[config.mk]
export PLATFORM = sky130hd
export DESIGN_NAME = dcache_ctrl_flat
export DESIGN_NICKNAME = d
export VERILOG_FILES = /design/src/rtl/dcache_if.sv /design/src/rtl/dcache_ctrl.sv /design/src/flat_wrapper.sv
export SDC_FILE = /design/constraint.sdc
export NUM_CORES = 2
export LEC_CHECK = 0
export ABC_AREA = 1
export CAP_MARGIN = 25
export CELL_PAD_IN_SITES_DETAIL_PLACEMENT = 1
export CELL_PAD_IN_SITES_GLOBAL_PLACEMENT = 2
export CORE_MARGIN = 2
export CORE_UTILIZATION = 42
export CTS_BUF_LIST = sky130_fd_sc_hd__clkbuf_4 sky130_fd_sc_hd__clkbuf_8 sky130_fd_sc_hd__clkbuf_16
export DETAILED_ROUTE_END_ITERATION = 7
export PLACE_DENSITY = 0.82
export SETUP_SLACK_MARGIN = 0.3
export SLEW_MARGIN = 10
export SYNTH_ARGS = -nofsm -noshare
export SYNTH_HDL_FRONTEND = slang
export SYNTH_SLANG_ARGS = --single-unit
export TNS_END_PERCENT = 50
[constraint.sdc]
create_clock -name clk -period 5.6 [get_ports clk]
set_input_delay 1.12 -clock clk [delete_from_list [all_inputs] [get_ports clk]]
set_output_delay 1.12 -clock clk [all_outputs]
set_load 0.1 [all_outputs]
[src/rtl/dcache_if.sv]
// CPU-side and RAM-side bus of the data cache controller.
// The master view belongs to the controller: it answers the CPU and initiates
// single-word RAM transactions. The slave view is the CPU/RAM environment.
interface dcache_if;
  logic        cpu_req;
  logic        cpu_we;
  logic [31:0] cpu_addr;
  logic [31:0] cpu_din;
  logic [31:0] cpu_dout;
  logic        cpu_stall;
  logic        mem_cs;
  logic        mem_we;
  logic [31:0] mem_addr;
  logic [31:0] mem_din;
  logic [31:0] mem_dout;
  logic        mem_ack;

  modport master (
    input  cpu_req, cpu_we, cpu_addr, cpu_din, mem_dout, mem_ack,
    output cpu_dout, cpu_stall, mem_cs, mem_we, mem_addr, mem_din
  );

  modport slave (
    output cpu_req, cpu_we, cpu_addr, cpu_din, mem_dout, mem_ack,
    input  cpu_dout, cpu_stall, mem_cs, mem_we, mem_addr, mem_din
  );
endinterface

[src/rtl/dcache_ctrl.sv]
// Direct-mapped, write-back, write-allocate data cache controller.
// Hits complete combinationally; misses evict (if dirty) and refill a 4-word
// line through a word-wide cs/ack RAM, with a cs-low cycle between words.
module dcache_ctrl #(
  parameter int INDEX_WIDTH = 4
) (
  input  logic       clk,
  input  logic       rst,
  dcache_if.master   bus,
  output logic [2:0] cache_state
);
  localparam int LINE_WORDS = 4;
  localparam int LINES      = 1 << INDEX_WIDTH;
  localparam int TAG_W      = 28 - INDEX_WIDTH;

  typedef enum logic [2:0] {
    IDLE     = 3'd0,
    WB       = 3'd1,
    WB_GAP   = 3'd2,
    FILL     = 3'd3,
    FILL_GAP = 3'd4
  } state_t;

  logic [LINES-1:0]                 valid, dirty;
  logic [TAG_W-1:0]                 tag_arr  [LINES];
  logic [LINE_WORDS-1:0][31:0]      data_arr [LINES];

  state_t                  state, state_d;
  logic [1:0]              k, k_d, k_nx;
  logic [TAG_W-1:0]        lat_tag;
  logic [INDEX_WIDTH-1:0]  lat_idx;
  logic                    cs_d, we_d;
  logic [31:0]             addr_d, din_d;

  logic [TAG_W-1:0]        req_tag;
  logic [INDEX_WIDTH-1:0]  req_idx;
  logic [1:0]              req_off;
  logic                    hit, idle_hit, miss, ack;
  logic                    unused_addr_bits;

  assign req_tag  = bus.cpu_addr[31:INDEX_WIDTH+4];
  assign req_idx  = bus.cpu_addr[INDEX_WIDTH+3:4];
  assign req_off  = bus.cpu_addr[3:2];
  assign unused_addr_bits = ^bus.cpu_addr[1:0];

  assign hit      = bus.cpu_req & valid[req_idx] & (tag_arr[req_idx] == req_tag);
  assign idle_hit = (state == IDLE) & hit;
  assign miss     = (state == IDLE) & bus.cpu_req & ~hit;
  // An ack while cs is low is not ours to consume.
  assign ack      = bus.mem_ack & bus.mem_cs;
  assign k_nx     = k + 2'd1;

  assign bus.cpu_stall = bus.cpu_req & ~idle_hit;
  assign bus.cpu_dout  = idle_hit ? data_arr[req_idx][req_off] : 32'h0;
  assign cache_state   = state;

  // Next-state and next RAM-bus values; the bus is registered so cs rises in
  // the first cycle of WB/FILL. In IDLE the request address is used directly
  // because the latched copy is only written at the same edge.
  always_comb begin
    state_d = state;
    k_d     = k;
    cs_d    = bus.mem_cs;
    we_d    = bus.mem_we;
    addr_d  = bus.mem_addr;
    din_d   = bus.mem_din;
    case (state)
      IDLE: begin
        if (miss) begin
          k_d  = 2'd0;
          cs_d = 1'b1;
          if (valid[req_idx] & dirty[req_idx]) begin
            state_d = WB;
            we_d    = 1'b1;
            addr_d  = {tag_arr[req_idx], req_idx, 4'b0000};
            din_d   = data_arr[req_idx][0];
          end else begin
            state_d = FILL;
            we_d    = 1'b0;
            addr_d  = {req_tag, req_idx, 4'b0000};
          end
        end
      end
      WB: begin
        if (ack) begin
          state_d = WB_GAP;
          cs_d    = 1'b0;
        end
      end
      WB_GAP: begin
        cs_d = 1'b1;
        if (k == 2'd3) begin
          k_d     = 2'd0;
          state_d = FILL;
          we_d    = 1'b0;
          addr_d  = {lat_tag, lat_idx, 4'b0000};
        end else begin
          k_d     = k_nx;
          state_d = WB;
          we_d    = 1'b1;
          addr_d  = {tag_arr[lat_idx], lat_idx, k_nx, 2'b00};
          din_d   = data_arr[lat_idx][k_nx];
        end
      end
      FILL: begin
        if (ack) begin
          cs_d    = 1'b0;
          state_d = (k == 2'd3) ? IDLE : FILL_GAP;
        end
      end
      FILL_GAP: begin
        k_d     = k_nx;
        state_d = FILL;
        cs_d    = 1'b1;
        addr_d  = {lat_tag, lat_idx, k_nx, 2'b00};
      end
      default: begin
        state_d = IDLE;
        cs_d    = 1'b0;
      end
    endcase
  end

  // FSM, word counter, latched miss address and registered RAM bus.
  always_ff @(posedge clk or posedge rst) begin
    if (rst) begin
      state        <= IDLE;
      k            <= 2'd0;
      lat_tag      <= '0;
      lat_idx      <= '0;
      bus.mem_cs   <= 1'b0;
      bus.mem_we   <= 1'b0;
      bus.mem_addr <= 32'h0;
      bus.mem_din  <= 32'h0;
    end else begin
      state        <= state_d;
      k            <= k_d;
      bus.mem_cs   <= cs_d;
      bus.mem_we   <= we_d;
      bus.mem_addr <= addr_d;
      bus.mem_din  <= din_d;
      if (miss) begin
        lat_tag <= req_tag;
        lat_idx <= req_idx;
      end
    end
  end

  // Line status: stores dirty a line, a finished writeback cleans it,
  // the last fill word validates it.
  always_ff @(posedge clk or posedge rst) begin
    if (rst) begin
      valid <= '0;
      dirty <= '0;
    end else begin
      if (idle_hit & bus.cpu_we) dirty[req_idx] <= 1'b1;
      if ((state == WB_GAP) && (k == 2'd3)) dirty[lat_idx] <= 1'b0;
      if ((state == FILL) && ack && (k == 2'd3)) begin
        valid[lat_idx] <= 1'b1;
        dirty[lat_idx] <= 1'b0;
      end
    end
  end

  // Tag and data storage, deliberately not reset (valid bits guard them).
  always_ff @(posedge clk) begin
    if (idle_hit & bus.cpu_we) data_arr[req_idx][req_off] <= bus.cpu_din;
    if ((state == FILL) && ack) data_arr[lat_idx][k] <= bus.mem_dout;
    if ((state == FILL) && ack && (k == 2'd3)) tag_arr[lat_idx] <= lat_tag;
  end
endmodule

[src/flat_wrapper.sv]
// flat-port wrapper written by rule: the top's interface ports become plain ports
module dcache_ctrl_flat 
#(
  parameter int INDEX_WIDTH = 4
)
  (clk, rst, cache_state, bus_cpu_req, bus_cpu_we, bus_cpu_addr, bus_cpu_din, bus_mem_dout, bus_mem_ack, bus_cpu_dout, bus_cpu_stall, bus_mem_cs, bus_mem_we, bus_mem_addr, bus_mem_din);
  dcache_if bus_i ();
  input  logic clk;
  input  logic rst;
  output logic [2:0] cache_state;
  input wire logic [$bits(bus_i.cpu_req)-1:0] bus_cpu_req;
  input wire logic [$bits(bus_i.cpu_we)-1:0] bus_cpu_we;
  input wire logic [$bits(bus_i.cpu_addr)-1:0] bus_cpu_addr;
  input wire logic [$bits(bus_i.cpu_din)-1:0] bus_cpu_din;
  input wire logic [$bits(bus_i.mem_dout)-1:0] bus_mem_dout;
  input wire logic [$bits(bus_i.mem_ack)-1:0] bus_mem_ack;
  output wire logic [$bits(bus_i.cpu_dout)-1:0] bus_cpu_dout;
  output wire logic [$bits(bus_i.cpu_stall)-1:0] bus_cpu_stall;
  output wire logic [$bits(bus_i.mem_cs)-1:0] bus_mem_cs;
  output wire logic [$bits(bus_i.mem_we)-1:0] bus_mem_we;
  output wire logic [$bits(bus_i.mem_addr)-1:0] bus_mem_addr;
  output wire logic [$bits(bus_i.mem_din)-1:0] bus_mem_din;
  assign bus_i.cpu_req = bus_cpu_req;
  assign bus_i.cpu_we = bus_cpu_we;
  assign bus_i.cpu_addr = bus_cpu_addr;
  assign bus_i.cpu_din = bus_cpu_din;
  assign bus_i.mem_dout = bus_mem_dout;
  assign bus_i.mem_ack = bus_mem_ack;
  assign bus_cpu_dout = bus_i.cpu_dout;
  assign bus_cpu_stall = bus_i.cpu_stall;
  assign bus_mem_cs = bus_i.mem_cs;
  assign bus_mem_we = bus_i.mem_we;
  assign bus_mem_addr = bus_i.mem_addr;
  assign bus_mem_din = bus_i.mem_din;
  dcache_ctrl #(.INDEX_WIDTH(INDEX_WIDTH)) u_core (.clk(clk), .rst(rst), .bus(bus_i), .cache_state(cache_state));
endmodule
met3.png
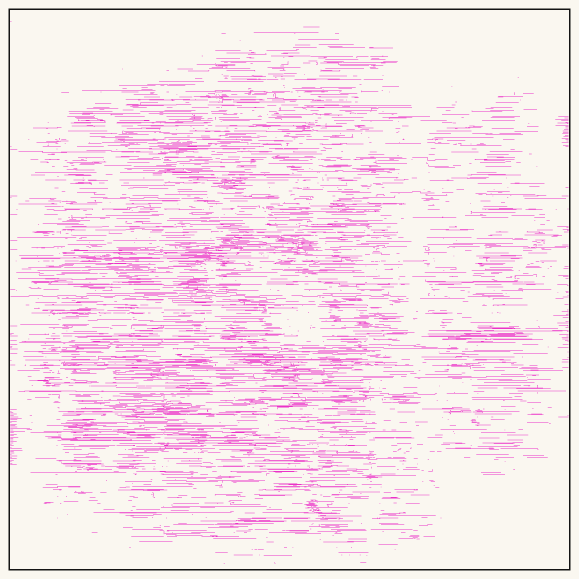
share of all routed wire: 11%
longest straight run: 233 µm
wire length on this layer: 55.5 mm
nets with wire on the layer: 1419
met3 Use GR: 0.0721
total routed wirelength: 517000 µm
routed vias: 97.0k

==> impl_metrics.ini <==
; generated from flow reports
[run_status]
status = complete, no violations

[critical_path]
worst_setup_path_startpoint = bus_cpu_addr[4]
cp.depth = 13
setup.worst_path.end = bus_cpu_dout[10]
worst_r2r_startpoint = u_core.lat_idx[1]
end_kind = primary output
max_fo_critical_path = 42
top_cell_family_by_delay_on_the_critical_path = buffers and inverters

[yosys]
ys_warn_count = 0
ys_top_cells_by_count = 2432 x edfxtp_1, 1911 x nand2_1, 1130 x a22oi_1
synth.yosys.num_cells = 9870
netlist_area_um2 = 115000
synth-seq-cells = 2559
synthAdderAreaFrac = 0.000437
yosys_area_um2 = 115000
yosys.cell_types.count = 42
yosys_most_used_dff = edfxtp_1
post_synth_ao_oa_area_fraction = 0.192

[power]
power.density_cell_area_nw_per_um2 = 465

[clocking]
clkSinkCount = 2559
post_cts_buffers = 10
holdBufCountCts = 0
tritoncts = yes
tritoncts.num_buffers = 289

[final_timing]
timing.final.hold_violations = 0
max-slew-margin-rel = 0.230
final_layout_worst_hold_slack_ns = 0.459
finalMaxSlewViolations = 0
finalCritPeriodShare = 0.966
fmaxAchievable_mhz = 185

[cells_and_area]
buffers_excl_clock = 883
n_multi_input_combinational_cell = 6122
sequential_fraction_of_total_cell_area = 0.554
fill_cells = 27728
antenna_cells_inserted = 6
mostFrequentLayoutCell = edfxtp_1
layout_top_cells_excl_fill_tap = 2432 x edfxtp_1, 1897 x nand2_1, 1130 x a22oi_1
nFlopsAndLatches = 2559
clkbuf_count = 378

[global_route]
grt_first_pass_wirelength_um = 721000

[drt]
wire_per_inst_um = 36.8
detail-route-antenna-nets = 0
post-route-drc-count = 0

[floorplanning]
io-pin-count = 203
num_tap_cells = 3570
die_w_um = 526

[place]
place_inst = 13499
gp_congestion = 0.891
density.png
26 x 26 tiles, from white (low) to dark blue (high), 0 to 100% covered.
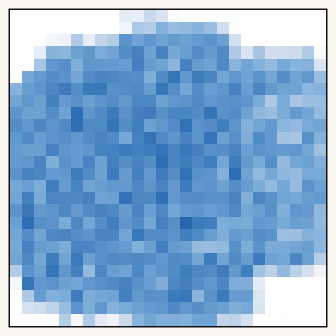
mean over tiles: 48%
fullest tile: 78%
tiles over 75% full: 0.10%
Pre-Place Util: 0.423
placeable core region: 271000 µm²

per-layer routing:
layer	up-vias	wire [µm]	track usage
met4	10	42300	0.253
met1	49288	186000	0.450
li1	38770	-	-
met5	-	61	0
met3	1823	55500	0.0721
met2	7096	233000	0.558
sequential cells by signal, summed over array words and instances, names as in the netlist, 3 cells and up:
register,flops
u_core.dirty,16
u_core.lat_idx,4
u_core.lat_tag,24
u_core.data_arr,2048
u_core.cache_state,3
u_core.bus.mem_din,32
u_core.tag_arr,384
u_core.valid,16
u_core.bus.mem_addr,29
where the power goes:
group,leakage [nW],switching [mW],internal (mW)
clock network,4.68,7.99,11.2
logic,19.1,16.2,5.52
registers,23.4,0.672,22.3
Power and IR drop assume default switching activity.
